===== src/rtl/rti_pkg.sv =====
// Shared definitions for blocks that talk to the real-time input capture core.
package rti_pkg;

    localparam logic [4:0] RTI_ADDR_TLO   = 5'd0;
    localparam logic [4:0] RTI_ADDR_THI   = 5'd1;
    localparam logic [4:0] RTI_ADDR_EDGE  = 5'd2;
    localparam logic [4:0] RTI_ADDR_STAT  = 5'd3;
    localparam logic [4:0] RTI_ADDR_SHIFT = 5'd4;
    localparam logic [4:0] RTI_ADDR_FLUSH = 5'd5;

    localparam int STAT_EMPTY = 0;
    localparam int STAT_FULL  = 1;

    typedef struct packed {
        logic [31:0] upper;
        logic [31:0] lower;
        logic [31:0] edges;
    } rti_rec_t;

    typedef enum logic [2:0] {
        ST_IDLE      = 3'd0,
        ST_CMD_FLUSH = 3'd1,
        ST_CMD_SHIFT = 3'd2,
        ST_POLL      = 3'd3,
        ST_RD_LO     = 3'd4,
        ST_RD_HI     = 3'd5,
        ST_RD_EDGE   = 3'd6,
        ST_OUT       = 3'd7
    } rti_drain_state_t;

endpackage


===== src/rtl/rti_drain.sv =====
// Drain engine for the RTI capture FIFO: polls status, reads one edge record,
// pops it and presents it on a valid/ready stream; also issues flush and
// shift-start commands.
//
// state     | meaning
// ----------+--------------------------------------------------------------
// IDLE      | no bus cycle; pick flush > shift > poll
// CMD_FLUSH | write strobe to the flush register
// CMD_SHIFT | write strobe to the shift-start register
// POLL      | read status; count full, go idle on empty
// RD_LO     | read lower timer word
// RD_HI     | read upper timer word
// RD_EDGE   | read edge word, single read pulse pops the FIFO head
// OUT       | hold record on the stream until accepted
import rti_pkg::*;

module rti_drain #(
    parameter int POLL_GAP   = 2,
    parameter int FULL_CNT_W = 16
) (
    input  logic                  clk,
    input  logic                  reset,
    input  logic                  enable,
    input  logic                  trig,
    input  logic                  flush_req,
    output logic                  cs,
    output logic                  read,
    output logic                  write,
    output logic [4:0]            addr,
    output logic [31:0]           wr_data,
    input  logic [31:0]           rd_data,
    output logic                  m_valid,
    input  logic                  m_ready,
    output logic [95:0]           m_data,
    output logic [FULL_CNT_W-1:0] overflow_cnt,
    output logic                  busy
);

    localparam logic [2:0] S_IDLE      = ST_IDLE;
    localparam logic [2:0] S_CMD_FLUSH = ST_CMD_FLUSH;
    localparam logic [2:0] S_CMD_SHIFT = ST_CMD_SHIFT;
    localparam logic [2:0] S_POLL      = ST_POLL;
    localparam logic [2:0] S_RD_LO     = ST_RD_LO;
    localparam logic [2:0] S_RD_HI     = ST_RD_HI;
    localparam logic [2:0] S_RD_EDGE   = ST_RD_EDGE;
    localparam logic [2:0] S_OUT       = ST_OUT;

    localparam int GAP_W = $clog2(POLL_GAP + 2);

    logic [2:0]            state;
    logic [2:0]            state_nxt;
    logic                  flush_pend;
    logic                  trig_pend;
    logic [GAP_W-1:0]      gap_cnt;
    logic                  gap_tc;
    rti_rec_t              rec;

    // The gap counter is loaded after an empty poll; the poll is allowed in
    // the idle cycle where it reaches its last count, so POLL_GAP idle cycles
    // separate consecutive empty polls.
    assign gap_tc  = (gap_cnt <= GAP_W'(1));
    assign busy    = (state != S_IDLE) || flush_pend || trig_pend;
    assign m_data  = rec;
    assign wr_data = 32'h0;

    // Next-state selection
    always_comb begin
        state_nxt = state;
        case (state)
            S_IDLE: begin
                if (flush_pend)
                    state_nxt = S_CMD_FLUSH;
                else if (trig_pend)
                    state_nxt = S_CMD_SHIFT;
                else if (enable && gap_tc)
                    state_nxt = S_POLL;
            end
            S_CMD_FLUSH: state_nxt = S_IDLE;
            S_CMD_SHIFT: state_nxt = S_IDLE;
            S_POLL:      state_nxt = rd_data[STAT_EMPTY] ? S_IDLE : S_RD_LO;
            S_RD_LO:     state_nxt = S_RD_HI;
            S_RD_HI:     state_nxt = S_RD_EDGE;
            S_RD_EDGE:   state_nxt = S_OUT;
            S_OUT:       state_nxt = m_ready ? S_IDLE : S_OUT;
            default:     state_nxt = S_IDLE;
        endcase
    end

    // State register and bus outputs registered from the next state
    always_ff @(posedge clk or posedge reset) begin
        if (reset) begin
            state   <= S_IDLE;
            cs      <= 1'b0;
            read    <= 1'b0;
            write   <= 1'b0;
            addr    <= 5'd0;
            m_valid <= 1'b0;
        end else begin
            state   <= state_nxt;
            cs      <= 1'b0;
            read    <= 1'b0;
            write   <= 1'b0;
            addr    <= 5'd0;
            m_valid <= 1'b0;
            case (state_nxt)
                S_CMD_FLUSH: begin cs <= 1'b1; write <= 1'b1; addr <= RTI_ADDR_FLUSH; end
                S_CMD_SHIFT: begin cs <= 1'b1; write <= 1'b1; addr <= RTI_ADDR_SHIFT; end
                S_POLL:      begin cs <= 1'b1; addr <= RTI_ADDR_STAT; end
                S_RD_LO:     begin cs <= 1'b1; addr <= RTI_ADDR_TLO; end
                S_RD_HI:     begin cs <= 1'b1; addr <= RTI_ADDR_THI; end
                S_RD_EDGE:   begin cs <= 1'b1; read <= 1'b1; addr <= RTI_ADDR_EDGE; end
                S_OUT:       m_valid <= 1'b1;
                default:     ;
            endcase
        end
    end

    // Sticky command requests; a new pulse during the issue cycle stays pending
    always_ff @(posedge clk or posedge reset) begin
        if (reset) begin
            flush_pend <= 1'b0;
            trig_pend  <= 1'b0;
        end else begin
            flush_pend <= (flush_pend && (state != S_CMD_FLUSH)) || flush_req;
            trig_pend  <= (trig_pend && (state != S_CMD_SHIFT)) || trig;
        end
    end

    // Poll spacing down-counter
    always_ff @(posedge clk or posedge reset) begin
        if (reset)
            gap_cnt <= '0;
        else if ((state == S_POLL) && rd_data[STAT_EMPTY])
            gap_cnt <= GAP_W'(POLL_GAP);
        else if (gap_cnt != '0)
            gap_cnt <= gap_cnt - GAP_W'(1);
    end

    // Saturating count of polls that saw the FIFO full
    always_ff @(posedge clk or posedge reset) begin
        if (reset)
            overflow_cnt <= '0;
        else if ((state == S_POLL) && rd_data[STAT_FULL] && (overflow_cnt != '1))
            overflow_cnt <= overflow_cnt + {{(FULL_CNT_W-1){1'b0}}, 1'b1};
    end

    // Record capture; rd_data is taken at the edge closing each read state
    always_ff @(posedge clk or posedge reset) begin
        if (reset)
            rec <= '0;
        else begin
            case (state)
                S_RD_LO:   rec.lower <= rd_data;
                S_RD_HI:   rec.upper <= rd_data;
                S_RD_EDGE: rec.edges <= rd_data;
                default:   ;
            endcase
        end
    end

endmodule


===== config.mk =====
export PLATFORM = sky130hd
export DESIGN_NAME = rti_drain
export DESIGN_NICKNAME = d
export VERILOG_FILES = /design/src/rtl/rti_pkg.sv /design/src/rtl/rti_drain.sv
export SDC_FILE = /design/constraint.sdc
export NUM_CORES = 1
export LEC_CHECK = 0
export ABC_AREA = 0
export CELL_PAD_IN_SITES_DETAIL_PLACEMENT = 1
export CELL_PAD_IN_SITES_GLOBAL_PLACEMENT = 1
export CORE_MARGIN = 2
export CORE_UTILIZATION = 34
export DETAILED_ROUTE_END_ITERATION = 16
export PLACE_DENSITY_LB_ADDON = 0.1
export SYNTH_ARGS = -nofsm -noshare
export SYNTH_HDL_FRONTEND = slang
export SYNTH_SLANG_ARGS = --single-unit

===== constraint.sdc =====
create_clock -name clk -period 5.5 [get_ports clk]
set_clock_uncertainty 0.1 [all_clocks]
set_input_delay 1.1 -clock clk [delete_from_list [all_inputs] [get_ports clk]]
set_output_delay 1.1 -clock clk [all_outputs]
set_load 0.01 [all_outputs]

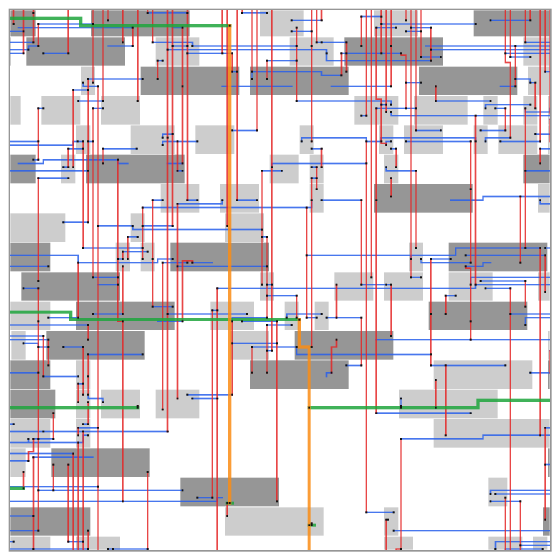
**Above:** run 1 (zoomed window).
Region (39, 64) to (89, 114) um. Cells in grey, sequential cells in the stronger grey; small squares are vias.
colour	layer
orange	met4
green	met3
blue	met1
red	met2
cells with their middle in the window	75
netlist names of flops here include	m_data (20)
sequential cells in the window	20
most frequent	nand2_1 (21), dfrtp_1 (20), clkdlybuf4s50_1 (13)

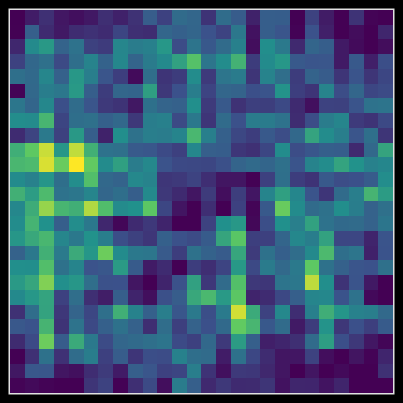
**Above:** run 1 (wire density map).
Scale: 3 px per um. The die is cut into 26 by 26 equal tiles; dark purple is low, yellow is high, scaled to the fullest tile. Values are wire area over tile area, all layers added.
fullest tile	0.44
densest ninth of the die	west
nearly empty tiles	5.6%
mean over tiles	0.13

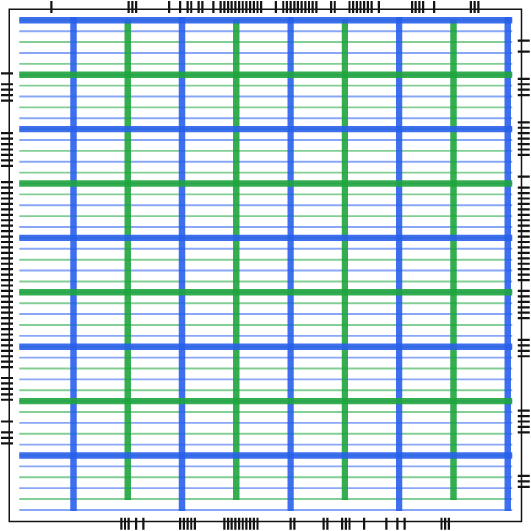
**Above:** run 1 (power grid).
Scale: 4 px per um. Pins as bars on the die edge.
colour	net
green	VDD
blue	VSS
met5 straps	9
met1 rails	46
rows	45
met4 straps	9

==> run 1: through the flow <==
step,instances,hold WS [ns]
after floorplan,465,0.373
after global placement,766,0.358
after detailed placement,766,0.365
after CTS,796,0.379
after global routing,796,0.396
final,796,0.372
==> run 1: worst max-delay path by stage <==
stage	startpoint	endpoint	slack, ns	depth (start not counted)
after floorplan	reset	addr[0]	0.94	1
after global placement	rd_data[1]	overflow_cnt[13]	2.60	6
after detailed placement	rd_data[1]	overflow_cnt[13]	2.56	6
after CTS	state[0]	busy	2.23	4
after global routing	state[0]	busy	2.14	4
final	state[0]	busy	2.24	4
==> run 1: tightest hold or removal path, delay by kind of cell, from the launching register on <==
kind             cells  cell delay [ns]
flip-flops           1             0.34
AND/OR/NAND/NOR      2             0.10
==> notes.md, run 1 <==
Implementation summary

The flow ran to the end, and the final reports show no timing, DRC or antenna violations. Per the layout report, the design carries roughly 160 non-clock buffers. The non-clock inverter count in the final layout is 8. STA shows the worst reg2reg path with a cell count of 4. The number of antenna violations at the first check in global routing is 0. Overall power consumption after layout is estimated at roughly 4.6 mW.

The top cell class by occupied area is sequential cells. Along the critical path, the tally of buffer and inverter instances is 1. Once detail routing completed, the nets flagged for antenna violations numbered 0. In the CTS report, the clock slew at the register clock pins of the worst setup and hold paths is listed as 0.05 ns. The area fraction of the largest cell type after synthesis is 0.606.

The total of buffers placed on input and output ports is 157. Measured against its own limit, the worst slew margin works out to 0.608. The DRC marker count from the first detailed-route iteration is between 100 and 150. The end of the worst register-to-register path is m_data[61]. OpenROAD emitted warnings numbering 27. The global router reports that the layer with the highest usage is met2.

The layout stage reports a final design area of between 0.007 and 0.008 mm^2. The post-placement worst setup slack is between 2 and 3 ns. The total routed wirelength is between 10000 and 15000 um. The minimum period implied by the final worst setup slack is roughly 3.3 ns. The area share of xor/xnor cells in the synthesized design is 0.0253. The met2 usage in global routing is 0.277. After routing, the total negative slack on setup checks comes to 0 ns.

Per the CTS log, the buffer count on the longest clock path is 2. The layout sequential cell count is roughly 130. The remaining design rule violation count is 0. The mux cell area share after synthesis is 0.145. For this run, asynchronously set or reset flops after synthesis account for 1.00. For this design the static power due to leakage is 3.34 nW. In this run the vertical extent of the chip is 128 um. Measured on the final layout, buffering overhead outside the clock network stands at 0.218. The sequential cell area fraction in the yosys report is 0.606. Dividing the detail-routed wire length by the instance count gives roughly 17 um. The kind of cell with the highest combined delay along the critical path is simple AND/OR/NAND/NOR gates. The power report puts the net switching power at roughly 1.4 mW. The element type at the critical path end is a primary output. The synthesized area is approximately 0.0052 mm^2. According to the finish report, the design has a final net count of roughly 640. The largest fanout on the critical path is 13. The worst hold path endpoint is m_data[90]. The met3 wire length is between 1000 and 1500 um. The placement summary gives the final routability congestion estimate as 0.791. The CTS tree is built. The total die area is approximately 0.016 mm^2.

The sort of element at the start of the critical path is a flop. The number of clock buffers in the layout is 22. Setup repair after global routing left no endpoint under its margin. The master cell of the clock root buffer is sky130_fd_sc_hd__clkbuf_16. The utilization after layout is 0.491. The met1 wire length is 5620 um. The synthesized area divided by synthesized cell count is between 10 and 15 um^2. Per the detail_route report, the via count comes to roughly 3700.

The share of power burned in registers is 0.352. Among the non-sequential cells, multiplexers take the most area. Among all cell types in the netlist, the one instantiated most often is sky130_fd_sc_hd__dfrtp_1. The clock network power is 1.07 mW.

In this run the critical register-to-register path is launched from state[2]. After floorplanning, the core was divided into around 45 placement rows. The fraction of standard cell area that is sequential is 0.425. The area share of and-or/or-and cells after synthesis is 0.0202. The via count of the first global-routing pass is approximately 4000. The share of total power dissipated in the clock network is 0.236. Looking at the cell usage after synthesis, the top flip-flop cell is sky130_fd_sc_hd__dfrtp_1. The worst stage delay on the critical path is about 0.53 ns. Post-CTS repair changed the size of 0 cells. The timing report gives the worst reg2reg path a setup slack of ~3.2 ns. By startpoint and endpoint, the worst setup path is classified as flop to primary output. Across the VDD grid, the largest voltage drop is roughly 0.00028 V. The post-synth area from yosys stat is ~0.0052 mm^2.

The combinational-cell power consumption is between 1.5 and 2 mW. The cell total in the yosys stat output is between 400 and 500. Switching power as a fraction of the total was reported as 0.317. Once the clock tree was built, the setup fixing pass inserted 0 buffers. The slowest cell on the critical path is sky130_fd_sc_hd__dfrtp_1. At the pin with the least slew margin, the transition time is roughly 0.59 ns. The detailed-route vias per instance is about 4.7. By area the synthesized netlist is led by sky130_fd_sc_hd__dfrtp_1 (61%), sky130_fd_sc_hd__mux2_2 (14%), sky130_fd_sc_hd__nand2_1 (7.6%). Walking the worst path, the cells encountered are nor2_1, nand2_1, or2_2, clkdlybuf4s50_1. The total clock buffers created by CTS is 17. Max-slew check failures listed in the final report amount to 0. The area fraction in and, or, nand and nor cells is 0.125. The number of multi-input combinational cells is around 280. For reference, the top cells by count after synthesis are sky130_fd_sc_hd__dfrtp_1 (126), sky130_fd_sc_hd__nand2_1 (106), sky130_fd_sc_hd__mux2_2 (66), sky130_fd_sc_hd__buf_4 (35). Endpoints failing hold in the final report were tallied at 0.

In the final layout, the share of cells above drive strength 1 is 0.171. The number of flip-flops under the largest register name is 96. The cell count after synthesis came out at between 400 and 500. The global routing report lists combined usage of all routing layers as 0.172. The first global-routing pass estimated approximately 22000 um of wire. The required time of the worst setup path is around 4.3 ns.

In the log, the iteration count for the first detailed-route pass is 4. On met1, the global router reports a usage of 0.207. The layout report gives the multi-input gate share of total cell area as 0.244.

The sequential standard cell area is between 0.003 and 0.004 mm^2. The highest metal layer carrying signal wires in the routed design is met4. The synthesis stat section lists a flop and latch total of approximately 130. The filler cells instantiated in the layout total about 1600. The detailed-routed wire length on met2 is ~6500 um. The count of H-tree levels built during CTS is 4. The class of the tightest hold or removal check is flop to flop. From synthesis to final layout, the design area changed by 42.5%.

The worst setup margin is ~2.2 ns. The half-perimeter wire length after placement is 9420 um. The origin of the worst min-delay path is m_data[90]. The flow inserted around 190 tap cells. The post-synthesis share of cell area spent on full adders, half adders and majority gates is 0.00722. The internal cell power is between 3 and 4 mW.

Per the detailed placement report, the placed cell area equals about 0.0068 mm^2. In the finished design, the share of the clock period the worst path needs comes to 0.593. By instance count after routing, the leading logic cell types are sky130_fd_sc_hd__clkdlybuf4s50_1 (157), sky130_fd_sc_hd__dfrtp_1 (126), sky130_fd_sc_hd__nand2_1 (106). The worst hold path depth is 2.

The power group with the highest consumption is combinational cells. Hold repair after CTS inserted 0 buffers. The most frequent logic cell in the layout is sky130_fd_sc_hd__clkdlybuf4s50_1. The report counts max-capacitance violations totalling 0. The count of library flops with an enable pin is 0. For the worst setup path, the data arrival time is 2.06 ns. The pin count of the biggest net entering global routing is roughly 46. For this run, the script counts the antenna cells in the layout as 0. Summing all multi-input logic gate instances after layout gives roughly 0.0018 mm^2. The share of the core area taken by cells at floorplan is 0.345. The met3 layer usage reported by global route is 0.0856.

The clock latency on the worst-skew pair is 0.40 ns. For this design the top-level I/O count stands at around 190. The power in sequential cells is about 1.6 mW. The overflow left after global routing is 0. The area of the placeable core is approximately 0.015 mm^2. The cell type with the largest total area after synthesis is sky130_fd_sc_hd__dfrtp_1. In this build the clock could be raised as far as 0.307 GHz. Yosys mapped the design onto 39 distinct sky130hd cell types. The combinational group share of total power is 0.412. The total number of yosys warnings is 0. The horizontal die dimension reported for this design is about 130 um.

Measured on the final layout, the clock distribution area share stands at 0.0761. The final number of setup-violating endpoints is 0. Counting every sink on the clock net gives ~130. The script computed a power per unit cell area of a little over 600 mW/mm^2.
**Run 1: drive-strength map**

Scale: 2 px per um.
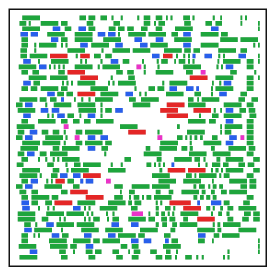

--- run 2 (diff from run 1) ---
CORE_UTILIZATION = 31   (was 34)
clock period = 2.8 ns   (was 5.5 ns; I/O delays follow)
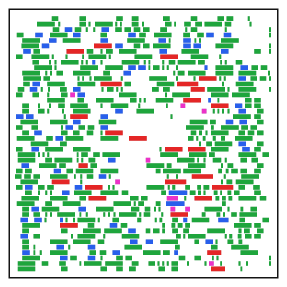
**Above:** run 2 (drive-strength map).
Scale: 2 px per um.
colour	size	cells	share
green	drive 1 or less	500	82%
blue	drive 2	75	12%
red	drive 6 and up	26	4.3%
magenta	drive 3 to 4	9	1.5%

==> notes.md, run 2 <==
Implementation summary

The non-clock inverter count in the final layout is 8 (unchanged). The area share of xor/xnor cells in the synthesized design was 0.0253 (unchanged). The number of clock buffers in the layout came to 19 (-14%). The met1 demand-to-capacity share in global routing is 0.184 (-0.0223). The maximum buffer depth of the clock tree is 2 (unchanged).

In this run the critical path is formed by nor2_2, nand2_1, or2_2, clkdlybuf4s50_1. The accumulated negative setup slack is 0 ns (unchanged). The required time of the worst setup path came to 2.14 ns (-2.16 ns). The count of inserted tapcells is 220 (+17%). The OpenROAD warning count is 27 (unchanged).

The overflow left after global routing was 0 (unchanged). The clock latency on the worst-skew pair came to 0.41 ns (about the same). The synthesized area is 0.00520 mm^2 (unchanged). The number of flip-flops under the largest register name is 96 (unchanged). STA lists the startpoint of the worst hold path as m_data[92].

The total power divided by cell area came to 1220 mW/mm^2 (+99%). The worst hold path depth is 2 (unchanged). The top cell class by occupied area is sequential cells. The final number of setup-violating endpoints is 0 (unchanged). The cell total in the yosys stat output came to 432 (unchanged). The clock slew at the register clock pins of the worst setup and hold paths was 0.06 ns (about the same).

The I/O pin count came to 192 (unchanged). The maximum frequency from static timing analysis is between 0.3 and 0.4 GHz. The share of total power in the clock network came to 0.257 (+0.021). The area of the placeable core came to 0.0165 mm^2 (+9.1%). The instance area after placement is 0.00694 mm^2 (+1.3%).

The dominant synthesized flop cell is sky130_fd_sc_hd__dfrtp_1. The number of failing hold endpoints at the final stage is 0 (unchanged). The combinational-cell power consumption is 3.73 mW (+98%). The power in sequential cells is 3.16 mW (+98%). The post-layout net count is 639 (+0.16%).

The site row count was 47 (+4.4%). The routability congestion estimate is 0.733 (-7.4%). The buffer and inverter count on the worst path is 1 (unchanged).

The largest fanout on the critical path is 13 (unchanged). The reported max-cap violation count is 0 (unchanged). The internal cell power was 6.37 mW (+100%). The fraction of standard cell area that is sequential is 0.417 (-0.00880). The share of layout cells above drive strength 1 is 0.180 (+0.00928).

The number of multi-input combinational cells is 281 (unchanged). The residual antenna-violating net count after detailed routing was 0 (unchanged). The via count was 3741 (+1.1%).

The leakage power summed over all cells is 3.37 nW (+0.98%). The via count of the first global-routing pass is 4083 (+2.6%). The peak supply drop is 0.000523 V (+88%). The met3 wire length is 1370 um (+7.9%). The total stage count of the critical path is 4 (unchanged). The worst setup path is launched from a flop. The detailed-route vias per instance is 4.51 (-3.1%). The overall power after layout is 9.28 mW (+100%). The post-synth area from yosys stat is 0.00520 mm^2 (unchanged). Yosys reports that the most numerous cell types are sky130_fd_sc_hd__dfrtp_1 (126), sky130_fd_sc_hd__nand2_1 (106), sky130_fd_sc_hd__mux2_2 (66), sky130_fd_sc_hd__buf_4 (35). The slack of the worst reg-to-reg path is 0.71 ns (-2.50 ns). The layout sequential cell count came to 126 (unchanged).

The source of the critical timing path is state[0]. The run finished with clean final reports. The proportion of cell area occupied by multi-input gates came to 0.239 (-0.00492).

The startpoint of the worst register-to-register path is overflow_cnt[0]. The total clock buffers created by CTS is 17 (unchanged). The number of slew-limit violations in the final report was 0 (unchanged). The pin count of the biggest net entering global routing is 75 (+63%). The final non-filler cell total is 830 (+4.3%).

The top cell type's share of synthesized area is 0.606 (unchanged). The number of post-CTS setup repair buffers is 0 (unchanged). The DRC marker count from the first detailed-route iteration is 82 (-37%). The met1 wire length is 5640 um (+0.50%). The number of antenna violations at the first check in global routing is 0 (unchanged). The critical path's top delay family is simple AND/OR/NAND/NOR gates. The met2 usage in global routing is 0.266 (-0.0117). Ranking logic cells in the layout by count gives the top entries sky130_fd_sc_hd__clkdlybuf4s50_1 (157), sky130_fd_sc_hd__dfrtp_1 (124), sky130_fd_sc_hd__nand2_1 (106). The number of placed cells counting well taps is 799 (+4.3%). The synthesis report lists the most area-consuming cells as sky130_fd_sc_hd__dfrtp_1 (61%), sky130_fd_sc_hd__mux2_2 (14%), sky130_fd_sc_hd__nand2_1 (7.6%). The iteration tally of the first detailed-router pass is 4 (unchanged).

The slowest cell on the critical path is sky130_fd_sc_hd__dfrtp_2. The area fraction in and, or, nand and nor cells was 0.125 (unchanged). By instance count, the leading cell after synthesis is sky130_fd_sc_hd__dfrtp_1. The async set-reset flop share out of synthesis came to 1.00 (unchanged).

The worst-case hold slack came to 0.369 ns (-0.00302 ns). The final period utilization is 0.936. The wire length of the first global-routing pass was 22200 um (+2.5%). The total number of yosys warnings is 0 (unchanged). In this run the layout overhead on the synthesized area is reported as 45.6%.

The class of the tightest hold or removal check is flop to flop. Setup repair after global routing left no endpoint under its margin. The worst stage delay on the critical path was 0.50 ns (-0.03 ns). The combinational group share of total power is 0.402 (-0.010). The library cell used most frequently in the layout, excluding fill and tap cells, is sky130_fd_sc_hd__clkdlybuf4s50_1. The antenna cell count is 0 (unchanged). The count of H-tree levels built during CTS is 4 (unchanged). The count of library flops with an enable pin was 0 (unchanged).

The path type of the worst setup path is flop to primary output. The half-perimeter wire length after placement is 9680 um (+2.7%). After layout, the minimum clock period comes to 2.62 ns.

The total routing usage reported by global routing is 0.163 (-0.00959). The slew at the pin closest to its max-slew limit was 0.559 ns (-0.0287 ns). The wire length per cell after detailed routing came to 16.8 um (-0.57%). The most used routing layer is met2. The end of the worst register-to-register path is overflow_cnt[9]. The normalized max-slew margin was 0.627 (+0.0192).

The switching part of the total power is 0.314 (-0.00293).
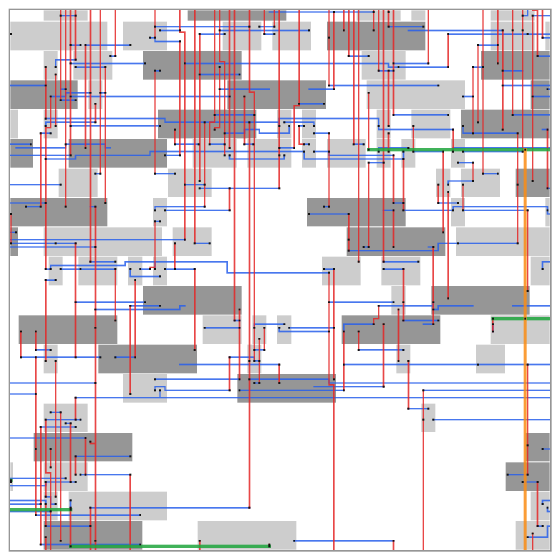
**Above:** run 2 (zoomed window).
Region (42, 68) to (92, 118) um. Cells in grey, sequential cells in the stronger grey; small squares are vias.

==> run 2: netlist changes by cell type in the layout (fill, tap and decap cells not counted), moves of 2 or more <==
| cell | previous run | this run |
|---|---|---|
| sky130_fd_sc_hd__dfrtp_1 | 126 | 124 |
| sky130_fd_sc_hd__clkinvlp_4 | 0 | 4 |
| sky130_fd_sc_hd__bufinv_16 | 2 | 5 |
| sky130_fd_sc_hd__buf_4 | 6 | 4 |
| sky130_fd_sc_hd__clkinv_2 | 6 | 4 |
| sky130_fd_sc_hd__buf_12 | 0 | 3 |
| sky130_fd_sc_hd__clkbuf_8 | 3 | 1 |
| sky130_fd_sc_hd__dfrtp_2 | 0 | 2 |
==> run 2: timing repair <==
action,4_1_cts,5_1_grt
setup endpoints to repair,0,1
hold buffers,0,0
resized,0,3
**Run 2: wire density map**

Scale: 3 px per um. The die is cut into 27 by 27 equal tiles; dark purple is low, yellow is high, scaled to the fullest tile. Values are wire area over tile area, all layers added.
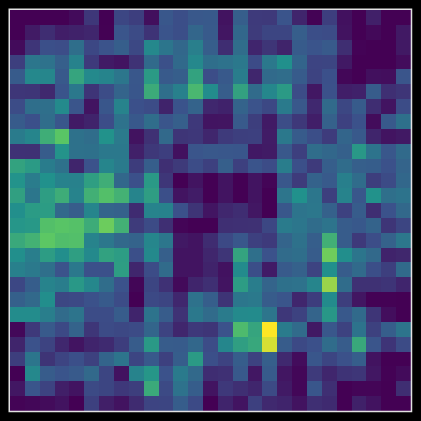

--- run 3 (diff from run 2) ---
ABC_AREA = 1   (was 0)
CORE_UTILIZATION = 30   (was 31)
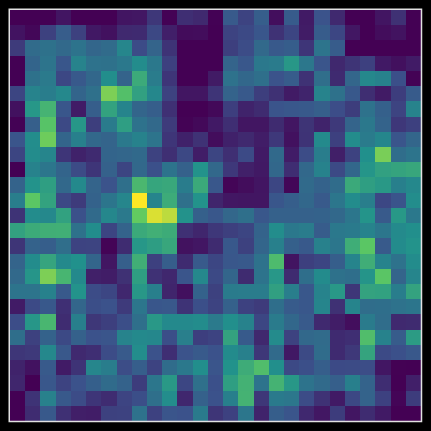
**Above:** run 3 (wire density map).
Scale: 3 px per um. The die is cut into 27 by 27 equal tiles; dark purple is low, yellow is high, scaled to the fullest tile. Values are wire area over tile area, all layers added.
tiles over half the peak	12%
fullest tile	0.43
mean over tiles	0.13
nearly empty tiles	6.6%
emptiest ninth of the die	north

==> notes.md, run 3 <==
Implementation summary

The run finished with clean final reports. The end of the worst register-to-register path is overflow_cnt[10]. The residual antenna-violating net count after detailed routing is 0 (unchanged). The required time of the worst setup path came to 2.14 ns (about the same). The synthesis report lists the most area-consuming cells as sky130_fd_sc_hd__dfrtp_1 (59%), sky130_fd_sc_hd__nand2_1 (12%), sky130_fd_sc_hd__o21ai_0 (9.4%). The count of library flops with an enable pin is 0 (unchanged). The synthesized area was 0.00530 mm^2 (+1.9%). The number of flip-flops under the largest register name is 96 (unchanged). The floorplan step records an initial core utilization of 0.307. The slack of the worst reg-to-reg path is 0.91 ns (+0.20 ns). The most frequent logic cell in the layout is sky130_fd_sc_hd__nand2_1. The logic depth of the worst register-to-register path is 8.

The worst setup path is of the flop to primary output kind. The site row count is 48 (+2.1%). The largest fanout on the critical path is 7 (-6).

The count of H-tree levels built during CTS is 4 (unchanged). The buffer and inverter count on the worst path is 1 (unchanged). The most used routing layer is met2. The pin count of the biggest net entering global routing is 65 (-13%). The total die area is 0.0188 mm^2. The detailed-route vias per instance is 4.39 (-2.5%). The sort of element at the start of the critical path is a flop.

The met1 wire length is 6740 um (+19%). The switching part of the total power is 0.334 (+0.0202). The routability congestion estimate is 0.766 (+4.6%). The leakage power summed over all cells is 3.61 nW (+7.1%). The number of antenna violations at the first check in global routing is 0 (unchanged).

The worst setup margin is between 0.1 and 0.15 ns. The worst hold path depth is 2 (unchanged). The met3 wire length was 864 um (-37%). The instance area after placement is 0.00704 mm^2 (+1.6%). The most frequent cell after synthesis is sky130_fd_sc_hd__nand2_1.

The number of instances resized during post-cts repair was 0 (unchanged). The arrival time at the worst endpoint is 2.00 ns. Per report_power, the Clock row totals about 2.1 mW.

The die is 137 um tall. The top cell type's share of synthesized area is 0.595 (-0.0114). The total clock buffers created by CTS is 17 (unchanged). Per the cell usage report, the commonest logic cells after layout are sky130_fd_sc_hd__nand2_1 (173), sky130_fd_sc_hd__clkdlybuf4s50_1 (157), sky130_fd_sc_hd__dfrtp_1 (126). The worst stage delay on the critical path is 0.50 ns (about the same).

The number of post-CTS setup repair buffers is 0 (unchanged). The antenna cell count is 0 (unchanged). The cell repeated most along the worst path is sky130_fd_sc_hd__nand2_1. The accumulated negative setup slack is 0 ns (unchanged).

The final number of setup-violating endpoints came to 0 (unchanged). The maximum buffer depth of the clock tree was 2 (unchanged). The maximum frequency from static timing analysis is 0.376 GHz (-1.3%). The slew at the pin closest to its max-slew limit is 0.648 ns (+0.0888 ns).

After synthesis, the most frequently instantiated cells are sky130_fd_sc_hd__nand2_1 (174), sky130_fd_sc_hd__dfrtp_1 (126), sky130_fd_sc_hd__o21ai_0 (100), sky130_fd_sc_hd__inv_1 (56), sky130_fd_sc_hd__buf_4 (34). The power in sequential cells is 3.10 mW (-2%). The iteration tally of the first detailed-router pass came to 4 (unchanged). The worst hold path endpoint is m_data[40]. The power group with the highest consumption is combinational cells.

The final non-filler cell total is 980 (+18%). The number of placed cells counting well taps is 948 (+19%). The clock latency on the worst-skew pair is 0.41 ns (about the same). The total stage count of the critical path was 5 (+1). The via count is 4306 (+15%). The async set-reset flop share out of synthesis is 1.00 (unchanged). The share of layout cells above drive strength 1 is 0.0649 (-0.115).

The final period utilization is 0.949 (+0.0126). The clock slew at the register clock pins of the worst setup and hold paths is 0.05 ns (about the same). TritonCTS built the clock tree.

The source of the critical timing path is state[0]. The class of the tightest hold or removal check is flop to flop. The OpenROAD warning count is 27 (unchanged).

The total power divided by cell area is 1120 mW/mm^2 (-8.4%). Prior to clock tree synthesis, the placed netlist has a worst setup slack of roughly 0.6 ns. The met2 usage in global routing is 0.281 (+0.0148). The post-layout net count is 783 (+23%).

Walking the worst path, the cells encountered are nor2_1, nand2_1, nor2_2, nand2_1, clkdlybuf4s50_1. Per the STA report, the cell with the highest stage delay on the worst path is sky130_fd_sc_hd__clkdlybuf4s50_1. The origin of the worst min-delay path is m_data[40]. The power report attributes to the sequential group a share of 0.363. The startpoint of the worst register-to-register path is overflow_cnt[0]. The half-perimeter wire length after placement is 10700 um (+11%).

The critical path's top delay family is simple AND/OR/NAND/NOR gates. Each instance of the synthesized netlist takes up on average 9.13 um^2. The internal cell power was 5.68 mW (-11%).

The overflow left after global routing came to 0 (unchanged). The I/O pin count is 192 (unchanged). The normalized max-slew margin is 0.568 (-0.0592). The synthesis report names the predominant flop master as sky130_fd_sc_hd__dfrtp_1. The number of slew-limit violations in the final report is 0 (unchanged). The combinational-cell power consumption is 3.31 mW (-11%). The total number of yosys warnings is 0 (unchanged). The post-synth area from yosys stat is 0.00530 mm^2 (+1.9%). The cell total in the yosys stat output is 581 (+34%). The area of the placeable core was 0.0173 mm^2 (+5.0%).

The via count of the first global-routing pass is 4616 (+13%). The total of hold buffers inserted after clock tree synthesis was 0 (unchanged). The wire length per cell after detailed routing is 15.2 um (-9.8%). The DRC marker count from the first detailed-route iteration is 155 (+89%). The layout-stage area growth over the synthesis result is 43.5%. The reported max-cap violation count is 0 (unchanged). The worst-case hold slack is 0.382 ns (+0.0138 ns). The wire length of the first global-routing pass is 24200 um (+8.9%). The combinational group share of total power was 0.388 (-0.014). The minimum period implied by the final worst setup slack is 2.66 ns (+0.0351 ns). The total routing usage reported by global routing is 0.168 (+0.00496). The number of failing hold endpoints at the final stage is 0 (unchanged). The met1 demand-to-capacity share in global routing was 0.209 (+0.0251).

The peak supply drop is 0.000506 V (-3.2%). The largest total area in the synthesized netlist belongs to sky130_fd_sc_hd__dfrtp_1. The share of total power in the clock network is 0.249 (-0.008).

Setup repair after global routing left no endpoint under its margin.
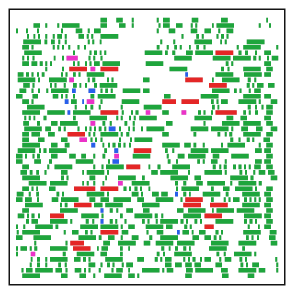
**Above:** run 3 (drive-strength map).
Scale: 2 px per um.
colour	size	cells	share	most used
blue	drive 2	14	1.9%	clkinv_2
red	drive 6 and up	24	3.2%	clkbuf_16
magenta	drive 3 to 4	11	1.5%	clkinvlp_4
green	drive 1 or less	706	94%	nand2_1

run 3: stage by stage:
step	utilization	total power, mW
CTS	0.440	8.68
floorplan	-	4.48
finish	0.440	8.53
global route	0.440	9.17
global placement	0.407	6.37
detailed placement	0.407	6.50
run 3: cell families after synthesis:
family          count (synthesis)  share of synthesized area
compound gates                106                      0.102
buf+inv                       112                      0.107
fa+ha+maj                       3                    0.00708
xor+xnor                       10                     0.0165
simple gates                  223                      0.172
other cells                     1                   0.000707
flops                         126                      0.595
run 3: final cells by class:
type | count | area, um^2
flip-flops and latches | 126 | 3150
clock inverters | 12 | 120
repair buffers | 164 | 1670
inverters | 57 | 218
clock buffers | 20 | 447
fillers | 2001 | 9690
well taps | 225 | 282
multi-input cells | 376 | 1720
Power figures rest on the tool's default switching activity, not on a simulated workload.
